$ cat src/rtl/issue_pkg.sv
// Shared types and default latencies for the dual-issue hazard scheduler.
package issue_pkg;

  localparam int NREG_DEF     = 32;
  localparam int LOAD_LAT_DEF = 2;
  localparam int ALU_LAT_DEF  = 1;
  localparam int CNT_W_DEF    = 2;
  localparam int RW           = 5;

  typedef enum logic [1:0] {
    CLS_ALU   = 2'd0,
    CLS_LOAD  = 2'd1,
    CLS_LONG  = 2'd2,
    CLS_STORE = 2'd3
  } cls_e;

  typedef enum logic {
    ST_PAIR    = 1'b0,
    ST_SPLIT_L = 1'b1
  } state_e;

  function automatic logic is_mem(cls_e c);
    return (c == CLS_LOAD) || (c == CLS_STORE);
  endfunction

endpackage

$ cat src/rtl/issue_ctrl_if.sv
// Decode-pair, long-unit completion and issue/stall signals between decode and the scheduler.
interface issue_ctrl_if;
  import issue_pkg::*;

  logic          flush;
  logic          u_valid, l_valid;
  logic [RW-1:0] u_rs1, u_rs2, l_rs1, l_rs2;
  logic          u_rs1_used, u_rs2_used, l_rs1_used, l_rs2_used;
  logic [RW-1:0] u_rd, l_rd;
  logic          u_rd_used, l_rd_used;
  cls_e          u_class, l_class;
  logic          long_done;
  logic [RW-1:0] long_rd;
  logic          u_issue, l_issue, stall;
  logic [31:0]   stall_cycles;

  modport master (
    output flush, u_valid, l_valid, u_rs1, u_rs2, l_rs1, l_rs2,
           u_rs1_used, u_rs2_used, l_rs1_used, l_rs2_used,
           u_rd, l_rd, u_rd_used, l_rd_used, u_class, l_class, long_done, long_rd,
    input  u_issue, l_issue, stall, stall_cycles
  );

  modport slave (
    input  flush, u_valid, l_valid, u_rs1, u_rs2, l_rs1, l_rs2,
           u_rs1_used, u_rs2_used, l_rs1_used, l_rs2_used,
           u_rd, l_rd, u_rd_used, l_rd_used, u_class, l_class, long_done, long_rd,
    output u_issue, l_issue, stall, stall_cycles
  );

endinterface

$ cat src/rtl/issue_scoreboard.sv
// Per-register result countdowns plus long-unit pending bits; answers "is this source ready".
module issue_scoreboard
  import issue_pkg::*;
#(
  parameter int NREG     = NREG_DEF,
  parameter int LOAD_LAT = LOAD_LAT_DEF,
  parameter int ALU_LAT  = ALU_LAT_DEF,
  parameter int CNT_W    = CNT_W_DEF
) (
  input  logic                 clk,
  input  logic                 rst,
  input  logic [3:0][RW-1:0]   src_idx,
  output logic [3:0]           src_rdy,
  input  logic [RW-1:0]        u_rd,
  input  logic [RW-1:0]        l_rd,
  output logic                 u_rd_pend,
  output logic                 l_rd_pend,
  output logic                 long_busy,
  input  logic                 u_set,
  input  cls_e                 u_cls,
  input  logic                 l_set,
  input  cls_e                 l_cls,
  input  logic                 long_done,
  input  logic [RW-1:0]        long_rd
);

  logic [NREG-1:0][CNT_W-1:0] cnt_q, cnt_d;
  logic [NREG-1:0]            pend_q, pend_d;
  logic                       busy_q, busy_d;
  logic [1:0]                 set_v;
  logic [1:0][RW-1:0]         set_rd;
  cls_e                       set_cls [2];

  assign set_v      = {l_set, u_set};
  assign set_rd     = {l_rd, u_rd};
  assign set_cls[0] = u_cls;
  assign set_cls[1] = l_cls;

  assign u_rd_pend = pend_q[u_rd];
  assign l_rd_pend = pend_q[l_rd];
  assign long_busy = busy_q;

  // Source lookup
  always_comb begin
    for (int i = 0; i < 4; i++) begin
      src_rdy[i] = (cnt_q[src_idx[i]] == '0) && !pend_q[src_idx[i]];
    end
  end

  // Countdown, completion clear, then issue sets (sets override both)
  always_comb begin
    cnt_d  = cnt_q;
    pend_d = pend_q;
    busy_d = busy_q;
    for (int r = 0; r < NREG; r++) begin
      cnt_d[r] = (cnt_q[r] != '0) ? (cnt_q[r] - CNT_W'(1)) : cnt_q[r];
    end
    if (long_done) begin
      pend_d[long_rd] = 1'b0;
      busy_d          = 1'b0;
    end else begin
      busy_d = busy_q;
    end
    for (int s = 0; s < 2; s++) begin
      case (set_v[s] ? set_cls[s] : CLS_STORE)
        CLS_ALU:  cnt_d[set_rd[s]] = CNT_W'(ALU_LAT - 1);
        CLS_LOAD: cnt_d[set_rd[s]] = CNT_W'(LOAD_LAT - 1);
        CLS_LONG: begin
          pend_d[set_rd[s]] = 1'b1;
          busy_d            = 1'b1;
        end
        default: ;
      endcase
    end
  end

  // Scoreboard state register
  always_ff @(posedge clk) begin
    if (rst) begin
      cnt_q  <= '0;
      pend_q <= '0;
      busy_q <= 1'b0;
    end else begin
      cnt_q  <= cnt_d;
      pend_q <= pend_d;
      busy_q <= busy_d;
    end
  end

endmodule

$ cat src/rtl/issue_ctrl.sv
// Dual-issue hazard scheduler: decides upper/lower issue each cycle, splits conflicting
// pairs over two cycles and drives the fetch/decode stall plus a saturating stall counter.
module issue_ctrl
  import issue_pkg::*;
#(
  parameter int NREG     = NREG_DEF,
  parameter int LOAD_LAT = LOAD_LAT_DEF,
  parameter int ALU_LAT  = ALU_LAT_DEF,
  parameter int CNT_W    = CNT_W_DEF
) (
  input  logic clk,
  input  logic rst,
  issue_ctrl_if.slave bus
);

  state_e             state_q, state_d;
  logic               warm_q;
  logic               rst_q;
  logic [31:0]        stall_cycles_q, stall_cycles_d;
  logic [3:0][RW-1:0] src_idx;
  logic [3:0]         src_rdy;
  logic               u_rd_pend, l_rd_pend, long_busy;
  logic               u_blk, l_blk, pair_conf;
  logic               u_issue_s, l_issue_s, stall_s;

  assign src_idx = {bus.l_rs2, bus.l_rs1, bus.u_rs2, bus.u_rs1};

  issue_scoreboard #(
    .NREG(NREG), .LOAD_LAT(LOAD_LAT), .ALU_LAT(ALU_LAT), .CNT_W(CNT_W)
  ) u_sb (
    .clk(clk), .rst(rst),
    .src_idx(src_idx), .src_rdy(src_rdy),
    .u_rd(bus.u_rd), .l_rd(bus.l_rd),
    .u_rd_pend(u_rd_pend), .l_rd_pend(l_rd_pend), .long_busy(long_busy),
    .u_set(u_issue_s && bus.u_rd_used), .u_cls(bus.u_class),
    .l_set(l_issue_s && bus.l_rd_used), .l_cls(bus.l_class),
    .long_done(bus.long_done), .long_rd(bus.long_rd)
  );

  assign u_blk = (bus.u_rs1_used && !src_rdy[0]) || (bus.u_rs2_used && !src_rdy[1]) ||
                 ((bus.u_class == CLS_LONG) && (long_busy || (bus.u_rd_used && u_rd_pend)));
  assign l_blk = (bus.l_rs1_used && !src_rdy[2]) || (bus.l_rs2_used && !src_rdy[3]) ||
                 ((bus.l_class == CLS_LONG) && (long_busy || (bus.l_rd_used && l_rd_pend)));

  assign pair_conf = (bus.u_rd_used && ((bus.l_rs1_used && (bus.l_rs1 == bus.u_rd)) ||
                                        (bus.l_rs2_used && (bus.l_rs2 == bus.u_rd)))) ||
                     (bus.u_rd_used && bus.l_rd_used && (bus.l_rd == bus.u_rd)) ||
                     (is_mem(bus.u_class) && is_mem(bus.l_class)) ||
                     ((bus.u_class == CLS_LONG) && (bus.l_class == CLS_LONG));

  // Issue decision and next state
  always_comb begin
    state_d   = state_q;
    u_issue_s = 1'b0;
    l_issue_s = 1'b0;
    stall_s   = 1'b0;
    if (rst || warm_q) begin
      stall_s = 1'b1;
      state_d = ST_PAIR;
    end else if (bus.flush) begin
      state_d = ST_PAIR;
    end else begin
      case (state_q)
        ST_PAIR: begin
          if (bus.u_valid) begin
            if (u_blk) begin
              stall_s = 1'b1;
            end else if (bus.l_valid && (l_blk || pair_conf)) begin
              u_issue_s = 1'b1;
              stall_s   = 1'b1;
              state_d   = ST_SPLIT_L;
            end else begin
              u_issue_s = 1'b1;
              l_issue_s = bus.l_valid;
            end
          end else begin
            l_issue_s = bus.l_valid && !l_blk;
            stall_s   = bus.l_valid && l_blk;
          end
        end
        ST_SPLIT_L: begin
          if (bus.l_valid && l_blk) begin
            stall_s = 1'b1;
          end else begin
            l_issue_s = bus.l_valid;
            state_d   = ST_PAIR;
          end
        end
        default: state_d = ST_PAIR;
      endcase
    end
  end

  // Stall counter: stall is high throughout reset, so reset restarts the count at 1 on its
  // first cycle and keeps counting while it is held.
  always_comb begin
    if (rst) begin
      if (rst_q == 1'b1) begin
        stall_cycles_d = (stall_cycles_q == 32'hFFFF_FFFF) ? stall_cycles_q : stall_cycles_q + 32'd1;
      end else begin
        stall_cycles_d = 32'd1;
      end
    end else if (stall_s && (stall_cycles_q != 32'hFFFF_FFFF)) begin
      stall_cycles_d = stall_cycles_q + 32'd1;
    end else begin
      stall_cycles_d = stall_cycles_q;
    end
  end

  // Control state, warm-up flag and counter
  always_ff @(posedge clk) begin
    if (rst) begin
      state_q <= ST_PAIR;
      warm_q  <= 1'b1;
    end else begin
      state_q <= state_d;
      warm_q  <= 1'b0;
    end
    stall_cycles_q <= stall_cycles_d;
  end

  // Previous-cycle reset, used to find the first reset cycle
  always_ff @(posedge clk) begin
    rst_q <= rst;
  end

  assign bus.u_issue      = u_issue_s;
  assign bus.l_issue      = l_issue_s;
  assign bus.stall        = stall_s;
  assign bus.stall_cycles = stall_cycles_q;

endmodule
$ cat src/flat_wrapper.sv
// flat-port wrapper written by rule: the top's interface ports become plain ports
module issue_ctrl_flat import issue_pkg::*;
#(
  parameter int NREG     = NREG_DEF,
  parameter int LOAD_LAT = LOAD_LAT_DEF,
  parameter int ALU_LAT  = ALU_LAT_DEF,
  parameter int CNT_W    = CNT_W_DEF
)
  (clk, rst, bus_flush, bus_u_valid, bus_l_valid, bus_u_rs1, bus_u_rs2, bus_l_rs1, bus_l_rs2, bus_u_rs1_used, bus_u_rs2_used, bus_l_rs1_used, bus_l_rs2_used, bus_u_rd, bus_l_rd, bus_u_rd_used, bus_l_rd_used, bus_u_class, bus_l_class, bus_long_done, bus_long_rd, bus_u_issue, bus_l_issue, bus_stall, bus_stall_cycles);
  issue_ctrl_if bus_i ();
  input  logic clk;
  input  logic rst;
  input wire logic [$bits(bus_i.flush)-1:0] bus_flush;
  input wire logic [$bits(bus_i.u_valid)-1:0] bus_u_valid;
  input wire logic [$bits(bus_i.l_valid)-1:0] bus_l_valid;
  input wire logic [$bits(bus_i.u_rs1)-1:0] bus_u_rs1;
  input wire logic [$bits(bus_i.u_rs2)-1:0] bus_u_rs2;
  input wire logic [$bits(bus_i.l_rs1)-1:0] bus_l_rs1;
  input wire logic [$bits(bus_i.l_rs2)-1:0] bus_l_rs2;
  input wire logic [$bits(bus_i.u_rs1_used)-1:0] bus_u_rs1_used;
  input wire logic [$bits(bus_i.u_rs2_used)-1:0] bus_u_rs2_used;
  input wire logic [$bits(bus_i.l_rs1_used)-1:0] bus_l_rs1_used;
  input wire logic [$bits(bus_i.l_rs2_used)-1:0] bus_l_rs2_used;
  input wire logic [$bits(bus_i.u_rd)-1:0] bus_u_rd;
  input wire logic [$bits(bus_i.l_rd)-1:0] bus_l_rd;
  input wire logic [$bits(bus_i.u_rd_used)-1:0] bus_u_rd_used;
  input wire logic [$bits(bus_i.l_rd_used)-1:0] bus_l_rd_used;
  input wire logic [$bits(bus_i.u_class)-1:0] bus_u_class;
  input wire logic [$bits(bus_i.l_class)-1:0] bus_l_class;
  input wire logic [$bits(bus_i.long_done)-1:0] bus_long_done;
  input wire logic [$bits(bus_i.long_rd)-1:0] bus_long_rd;
  output wire logic [$bits(bus_i.u_issue)-1:0] bus_u_issue;
  output wire logic [$bits(bus_i.l_issue)-1:0] bus_l_issue;
  output wire logic [$bits(bus_i.stall)-1:0] bus_stall;
  output wire logic [$bits(bus_i.stall_cycles)-1:0] bus_stall_cycles;
  assign bus_i.flush = bus_flush;
  assign bus_i.u_valid = bus_u_valid;
  assign bus_i.l_valid = bus_l_valid;
  assign bus_i.u_rs1 = bus_u_rs1;
  assign bus_i.u_rs2 = bus_u_rs2;
  assign bus_i.l_rs1 = bus_l_rs1;
  assign bus_i.l_rs2 = bus_l_rs2;
  assign bus_i.u_rs1_used = bus_u_rs1_used;
  assign bus_i.u_rs2_used = bus_u_rs2_used;
  assign bus_i.l_rs1_used = bus_l_rs1_used;
  assign bus_i.l_rs2_used = bus_l_rs2_used;
  assign bus_i.u_rd = bus_u_rd;
  assign bus_i.l_rd = bus_l_rd;
  assign bus_i.u_rd_used = bus_u_rd_used;
  assign bus_i.l_rd_used = bus_l_rd_used;
  assign bus_i.u_class = bus_u_class;
  assign bus_i.l_class = bus_l_class;
  assign bus_i.long_done = bus_long_done;
  assign bus_i.long_rd = bus_long_rd;
  assign bus_u_issue = bus_i.u_issue;
  assign bus_l_issue = bus_i.l_issue;
  assign bus_stall = bus_i.stall;
  assign bus_stall_cycles = bus_i.stall_cycles;
  issue_ctrl #(.NREG(NREG), .LOAD_LAT(LOAD_LAT), .ALU_LAT(ALU_LAT), .CNT_W(CNT_W)) u_core (.clk(clk), .rst(rst), .bus(bus_i));
endmodule
$ cat config.mk
export PLATFORM = sky130hd
export DESIGN_NAME = issue_ctrl_flat
export DESIGN_NICKNAME = d
export VERILOG_FILES = /design/src/rtl/issue_pkg.sv /design/src/rtl/issue_ctrl_if.sv /design/src/rtl/issue_scoreboard.sv /design/src/rtl/issue_ctrl.sv /design/src/flat_wrapper.sv
export SDC_FILE = /design/constraint.sdc
export NUM_CORES = 1
export LEC_CHECK = 0
export CELL_PAD_IN_SITES_DETAIL_PLACEMENT = 1
export CELL_PAD_IN_SITES_GLOBAL_PLACEMENT = 1
export CORE_ASPECT_RATIO = 0.6
export CORE_UTILIZATION = 39
export CTS_BUF_LIST = sky130_fd_sc_hd__clkbuf_16
export CTS_CLUSTER_SIZE = 24
export DETAILED_ROUTE_END_ITERATION = 8
export GPL_ROUTABILITY_DRIVEN = 0
export PLACE_DENSITY = 0.8
export SYNTH_ARGS = -nofsm -noshare
export SYNTH_HDL_FRONTEND = slang
export SYNTH_SLANG_ARGS = --single-unit
$ cat constraint.sdc
create_clock -name clk -period 5.8 [get_ports clk]
set_input_delay 0.58 -clock clk [delete_from_list [all_inputs] [get_ports clk]]
set_output_delay 0.58 -clock clk [all_outputs]
set_load 0.01 [all_outputs]
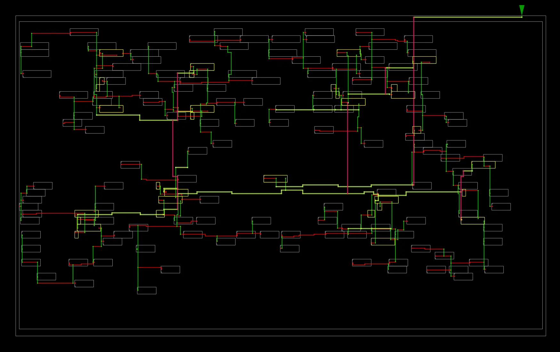
run_1/clock_nets.png
clkbuf count: 17
# clock sinks: 131
clk pwr: 965 uW
flop count: 131

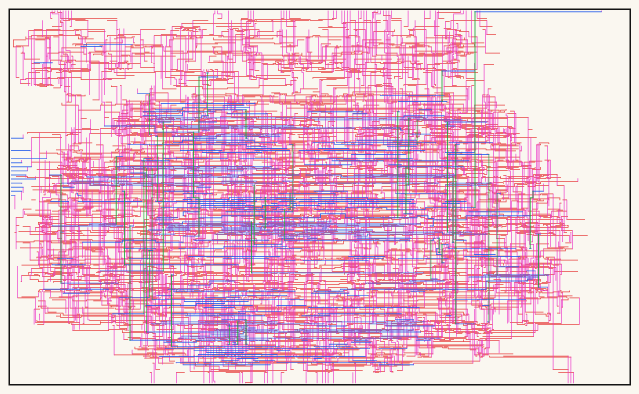
run_1/layers.png
Drawn at 3 px/um.
| layer | colour | wire length |
|---|---|---|
| M1 | red | 18200 um |
| M4 | green | 1000 um |
| M2 | magenta | 16700 um |
| M3 | blue | 5110 um |

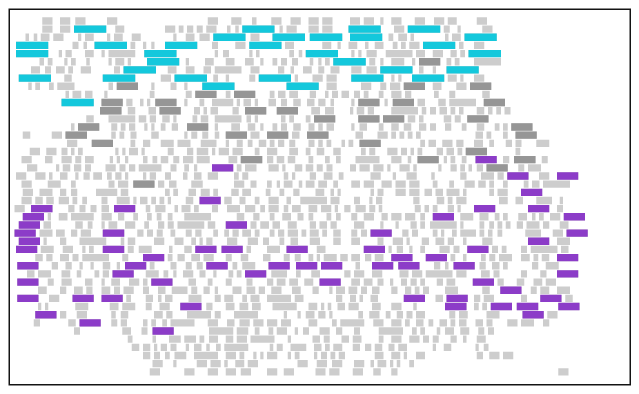
run_1/ff_map.png
Drawn at 3 px/um. Other sequential cells in the stronger grey, the rest of the logic in the fainter grey.
| signal | colour | sequential cells |
|---|---|---|
| u_core.bus.stall_cycles | cyan | 32 |
| u_core.u_sb.cnt_q | purple | 64 |
not coloured: 35

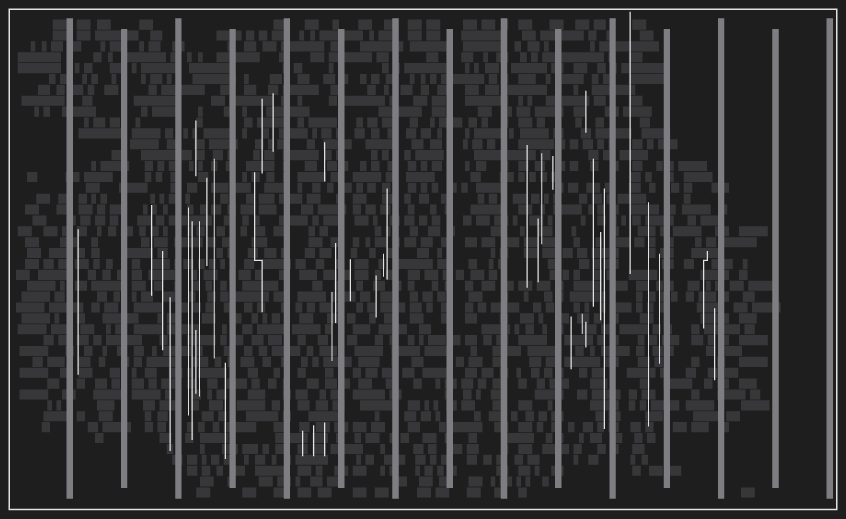
run_1/m4.png
Drawn at 4 px/um. Supply wires on this layer in grey. Cells faint in the background.
share of all routed wire: 2.4%
wire length on this layer: 1000 um
main direction: vertical

==> impl_metrics.json, run 1 <==
{
  "slowest_delay_ps": 990,
  "min_to": "u_core.u_sb.cnt_q[25]$_SDFF_PP0_",
  "ys_cells": 1144,
  "final-hold-violation-count": 0,
  "numSynthFlops": 131,
  "r2r_cells": 9,
  "hpwl_um": 30500,
  "p_int_mw": 1.72,
  "placed_cells": 1496,
  "end_kind": "output pin",
  "ys_warn_count": 0,
  "lay_top_count": "dfxtp_1",
  "fp_nets": 1196,
  "layout_top_cells": "dfxtp_1, clkdlybuf4s50_1, nor2_1",
  "layout.nonclk_buf_share_pct": 9.80,
  "vias": 10500,
  "hold_path.class": "reg -> reg",
  "r2r_slack_ps": 1510,
  "fin_cells": 1528,
  "aoi_share_pct": 15.5,
  "grt_overflow": 0,
  "die_y_um": 125,
  "tapCellCount": 322,
  "ys_sh_adder_pct": 0.128,
  "use_met3_pct": 11.2,
  "finalInstanceArea_sq_um": 11400,
  "synth_area_sq_um": 9780,
  "dr.pass1.iters": 8,
  "status": "completed",
  "worstMarginPinSlew_ps": 1170,
  "clk_pin_slew_worst_paths_ps": 70,
  "htree_levels": 4,
  "comb_share_pct": 55.8,
  "tns_ps": 0,
  "nFillCells": 2852,
  "topCombFamilyByArea": "simple AND/OR/NAND/NOR gates",
  "coreArea_sq_um": 24400,
  "p_comb_share_pct": 19.2,
  "viasPerCell": 6.86,
  "crit_type": "in -> out",
  "detail-route-antenna-nets": 0,
  "pwr-share-seq_pct": 42.0,
  "synthTopCellsByCount": "dfxtp_1, nor2_1, nor3_1, mux2i_1, nand4_1",
  "top_cells_by_area": "dfxtp_1, edfxtp_1, mux2i_1",
  "grt_pass1_wl_um": 62800
}
==> run 1: power by group through the flow <==
stage / combinational (mW) / clock (mW) / sequential, mW
4_1_cts: 0.463 / 0.972 / 1.04
3_5_place_dp: 0.459 / 0 / 1.06
2_1_floorplan: 0.231 / 0 / 1.07
6_report: 0.476 / 0.965 / 1.04
5_1_grt: 0.498 / 1.01 / 1.05
3_3_place_gp: 0.446 / 0 / 1.06
==> run 1: flip-flops by register name, summed over array words and instances (netlist names) <==
name,count
u_core.bus.stall_cycles,32
u_core.rst_q,1
u_core.state_q,1
u_core.u_sb.cnt_q,64
u_core.u_sb.long_busy,1
u_core.u_sb.pend_q,32
==> run 1: critical path: cells and delay by family <==
family	cells	cell delay [ps]
AOI/OAI and AO/OA	4	1010
and+or+nand+nor	3	670
buffers and inverters	4	2100
muxes	1	230
==> run 1 -> run 2 <==
--- a/config.mk
+++ b/config.mk
@@ -5,15 +5,14 @@
 export SDC_FILE = /design/constraint.sdc
 export NUM_CORES = 1
 export LEC_CHECK = 0
-export CELL_PAD_IN_SITES_DETAIL_PLACEMENT = 1
-export CELL_PAD_IN_SITES_GLOBAL_PLACEMENT = 1
 export CORE_ASPECT_RATIO = 0.6
 export CORE_UTILIZATION = 39
 export CTS_BUF_LIST = sky130_fd_sc_hd__clkbuf_16
+export CTS_CLUSTER_DIAMETER = 30
 export CTS_CLUSTER_SIZE = 24
 export DETAILED_ROUTE_END_ITERATION = 8
 export GPL_ROUTABILITY_DRIVEN = 0
-export PLACE_DENSITY = 0.8
+export PLACE_DENSITY = 0.66
 export SYNTH_ARGS = -nofsm -noshare
 export SYNTH_HDL_FRONTEND = slang
 export SYNTH_SLANG_ARGS = --single-unit
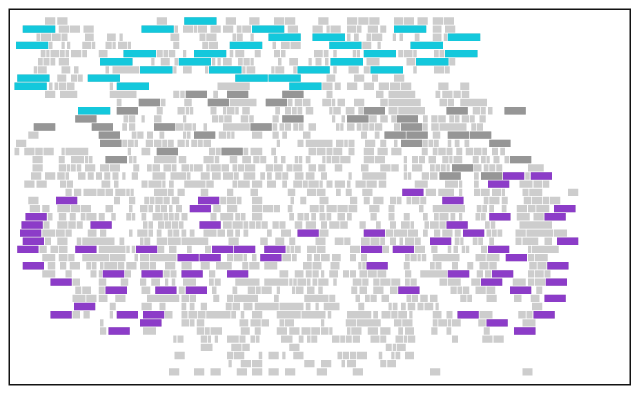
run_2/ff_map.png
Drawn at 3 px/um. Other sequential cells in the stronger grey, the rest of the logic in the fainter grey.
| signal | colour | sequential cells |
|---|---|---|
| u_core.bus.stall_cycles | cyan | 32 |
| u_core.u_sb.cnt_q | purple | 64 |

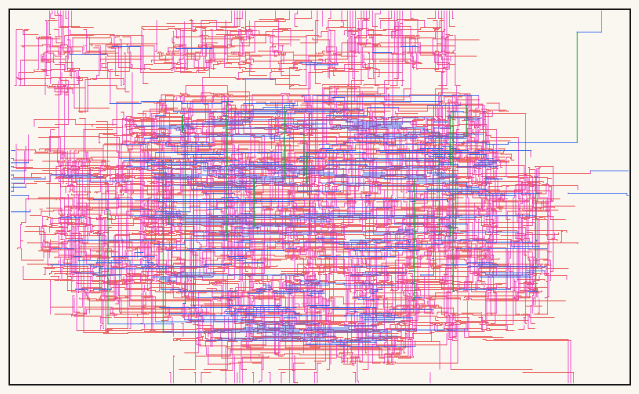
run_2/layers.png
Drawn at 3 px/um.
| layer | colour | wire length |
|---|---|---|
| M3 | blue | 5080 um |
| M4 | green | 779 um |
| M1 | red | 16600 um |
| M2 | magenta | 13900 um |

==> run 2 against run 1 <==
  * Final area grew 1.7%
  * Sequential share of layout area is 0.43 points lower
  * Highest routed layer unchanged
  * The flow now finishes with violations (design-rule violations)
  * Via count fell by 2.7%
  * Sequential power hardly changed
  * First-iteration DRC count grew 19%
  * Largest cell class unchanged
  * Maximum frequency up 4.3%
  * Largest power group is now the clock network
  * Power increased by 10%
  * Critical path depth fell by 2
  * Register-to-register slack got worse by 50 ps
==> impl_metrics.json, run 2 <==
{
  "clk_pin_slew_worst_paths_ps": 60,
  "numSynthFlops": 131,
  "placed_cells": 1502,
  "top_register": "u_core.u_sb.cnt_q",
  "pg_comb_uw": 461,
  "grt_pass1_wl_um": 55100,
  "topCombFamilyByArea": "simple AND/OR/NAND/NOR gates",
  "tns_ps": 0,
  "slowest_delay_ps": 950,
  "r2r_slack_ps": 1460,
  "crit_type": "in -> out",
  "synthTopCellsByCount": "dfxtp_1, nor2_1, nor3_1, mux2i_1, nand4_1",
  "power_leader": "the clock network",
  "cp_num_buf_inv": 2,
  "final-hold-violation-count": 0,
  "end_kind": "output pin",
  "p_int_mw": 1.99,
  "top_cells_by_area": "dfxtp_1, edfxtp_1, mux2i_1",
  "crit_family": "buffers and inverters",
  "p_comb_share_pct": 16.9,
  "cts_sinks": 131,
  "hpwl_um": 27300,
  "layout_top_cells": "dfxtp_1, clkdlybuf4s50_1, nor2_1",
  "fp_nets": 1196,
  "min_to": "u_core.u_sb.cnt_q[45]$_SDFF_PP0_",
  "largest_reg_flops": 64,
  "hold_path.class": "reg -> reg",
  "lay_top_count": "dfxtp_1",
  "pg_seq_mw": 1.04,
  "detail-route-antenna-nets": 0,
  "finalInstanceArea_sq_um": 11600,
  "vias": 10200,
  "status": "finished with violations",
  "dr.pass1.iters": 8,
  "synth_area_sq_um": 9780,
  "htree_levels": 4,
  "ys_warn_count": 0,
  "viasPerCell": 6.65,
  "grt_overflow": 0,
  "drc": 2,
  "use_met3_pct": 9.73,
  "coreArea_sq_um": 24400,
  "aoi_share_pct": 15.5,
  "r2r_cells": 10,
  "failed_checks": "design-rule violations"
}
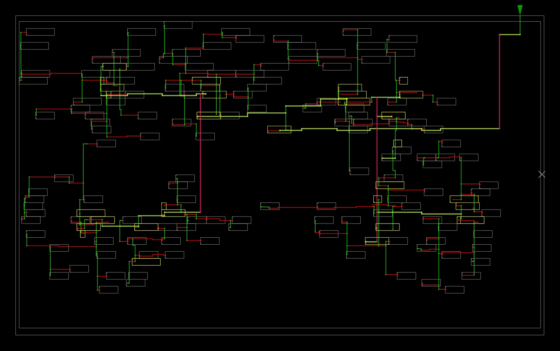
run_2/clock_nets.png
Skew-Pair Late Insertion Delay: 430 ps
clk pwr: 1.23 mW
Num CTS Buffers: 17

run 2: worst max-delay path by stage:
stage                       startpoint  cells past startpoint  slack [ps]                              endpoint
final                     bus_u_rs2[1]                     10         810                             bus_stall
after global placement    bus_u_rs2[1]                     11         810                             bus_stall
after CTS                 bus_u_rs2[1]                     10         850                             bus_stall
after global routing      bus_u_rs2[1]                     11         600                             bus_stall
after floorplan           bus_u_rs2[1]                     10        1250  u_core.bus.stall_cycles[0]$_DFFE_PP_
after detailed placement  bus_u_rs2[1]                     10         860                             bus_stall
run 2: layout make-up:
class	count	area [sq um]	area share [%]
antenna	1	2.50	0.0217
clock buffer	17	425	3.68
clock inverter	15	238	2.06
inverter	15	56.3	0.487
multi-input combinational	911	6340	54.9
sequential	131	2940	25.5
tap	322	403	3.49
timing repair buffer	123	1140	9.90
==> run 2 -> run 3 <==
--- a/config.mk
+++ b/config.mk
@@ -5,6 +5,7 @@
 export SDC_FILE = /design/constraint.sdc
 export NUM_CORES = 1
 export LEC_CHECK = 0
+export ABC_AREA = 1
 export CORE_ASPECT_RATIO = 0.6
 export CORE_UTILIZATION = 39
 export CTS_BUF_LIST = sky130_fd_sc_hd__clkbuf_16
@@ -12,7 +13,7 @@
 export CTS_CLUSTER_SIZE = 24
 export DETAILED_ROUTE_END_ITERATION = 8
 export GPL_ROUTABILITY_DRIVEN = 0
-export PLACE_DENSITY = 0.66
+export PLACE_DENSITY = 0.65
 export SYNTH_ARGS = -nofsm -noshare
 export SYNTH_HDL_FRONTEND = slang
 export SYNTH_SLANG_ARGS = --single-unit
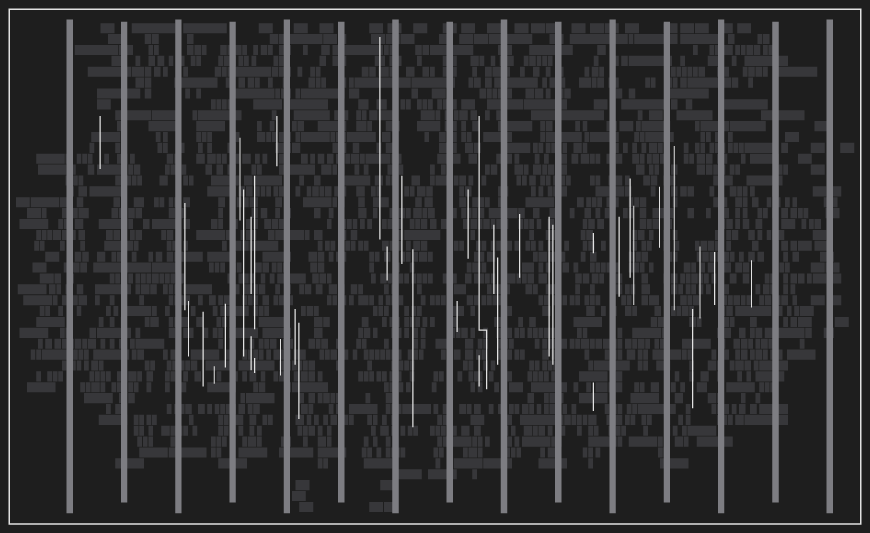
run_3/m4.png
Drawn at 4 px/um. Supply wires on this layer in grey. Cells faint in the background.
nets with wire on the layer: 33
share of all routed wire: 2.0%
longest straight run: 53.4 um
main direction: vertical
wire length on this layer: 838 um

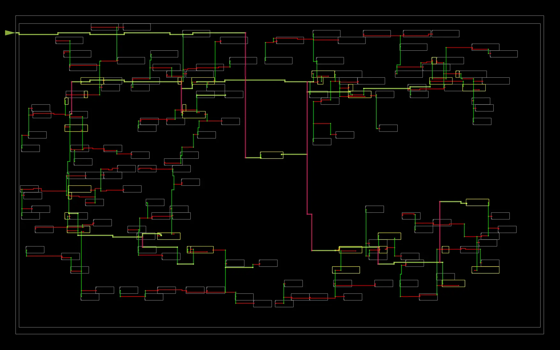
run_3/clock_nets.png
Skew-Pair Late Insertion Delay: 450 ps
clk pwr: 1.05 mW

==> run 3 against run 2 <==
  * The run now ends clean
  * Global-route usage rose by 3.8 points
  * First-iteration DRC count rose by 34%
  * Sequential power barely moved
  * Setup slack better by 360 ps
  * Area after synthesis grew 6.0%
  * Highest routed layer unchanged
==> impl_metrics.json, run 3 <==
{
  "status": "completed",
  "layout_top_cells": "nand2_1, nor2_1, nand3_1",
  "min_to": "u_core.u_sb.cnt_q[23]$_SDFF_PP0_",
  "end_kind": "output pin",
  "crit_start": "bus_l_rs2[1]",
  "grt_pass1_wl_um": 65700,
  "flop_area_sq_um": 2940,
  "slowest_delay_ps": 990,
  "drc": 0,
  "use_met3_pct": 15.3,
  "power_leader": "the clock network",
  "lay_top_count": "nand2_1",
  "numCtsBuffers": 17,
  "tns_ps": 0,
  "logic_area_sq_um": 6190,
  "crit_path_end": "bus_stall",
  "hpwl_um": 31000,
  "pg_comb_uw": 447,
  "r2r_cells": 15,
  "htree_levels": 4,
  "fp_nets": 1884,
  "final-hold-violation-count": 0,
  "coreArea_sq_um": 25700,
  "hold_path.class": "reg -> reg",
  "grt_overflow": 0,
  "r2r_slack_ps": 2430,
  "cts_sinks": 131,
  "numSynthFlops": 131,
  "p_comb_share_pct": 17.7,
  "crit_family": "buffers and inverters",
  "path_depth": 16,
  "viasPerCell": 5.66,
  "num_antenna_cells": 0,
  "vias": 12700,
  "top_cells_by_area": "nand2_1, dfxtp_1, nor2_1",
  "pg_seq_mw": 1.03,
  "synth_area_sq_um": 10400,
  "clk_pin_slew_worst_paths_ps": 60
}
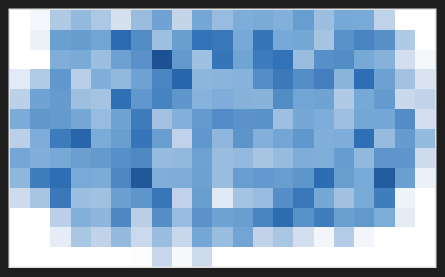
run_3/util_map.png
Drawn at 2 px/um. The die is cut into 21 by 13 equal tiles; white is low, dark blue is high, 0 to 100% covered.
tiles over 75% full: 2.9%
fullest tile: 86%
nearly empty tiles: 13%

==> run 3: kinds of logic (layout without fill, tap and decap cells) <==
family,Yosys count,after routing,share of synthesized area (%)
AOI/OAI and AO/OA,144,144,7.41
xor gates and xnor gates,7,7,0.591
adders and majority gates,1,1,0.121
buffers and inverters,298,349,11.9
DFF,131,131,28.4
and+or+nand+nor,1251,1251,51.6
==> run 3: cell type report <==
type / instances / area share (%)
clock buffer: 17 / 3.57
clock inverter: 15 / 1.04
multi-input combinational: 1403 / 52.0
timing repair buffer: 99 / 8.13
sequential: 131 / 24.7
inverter: 218 / 6.89
tap: 352 / 3.70
==> run 3: stage by stage <==
stage          instances  hold slack, ps
6_report            2235             465
5_1_grt             2235             480
4_1_cts             2235             468
3_5_place_dp        2203             459
3_3_place_gp        2203             456
2_1_floorplan       1832             443
Power figures rest on the tool's default switching activity, not on a simulated workload.
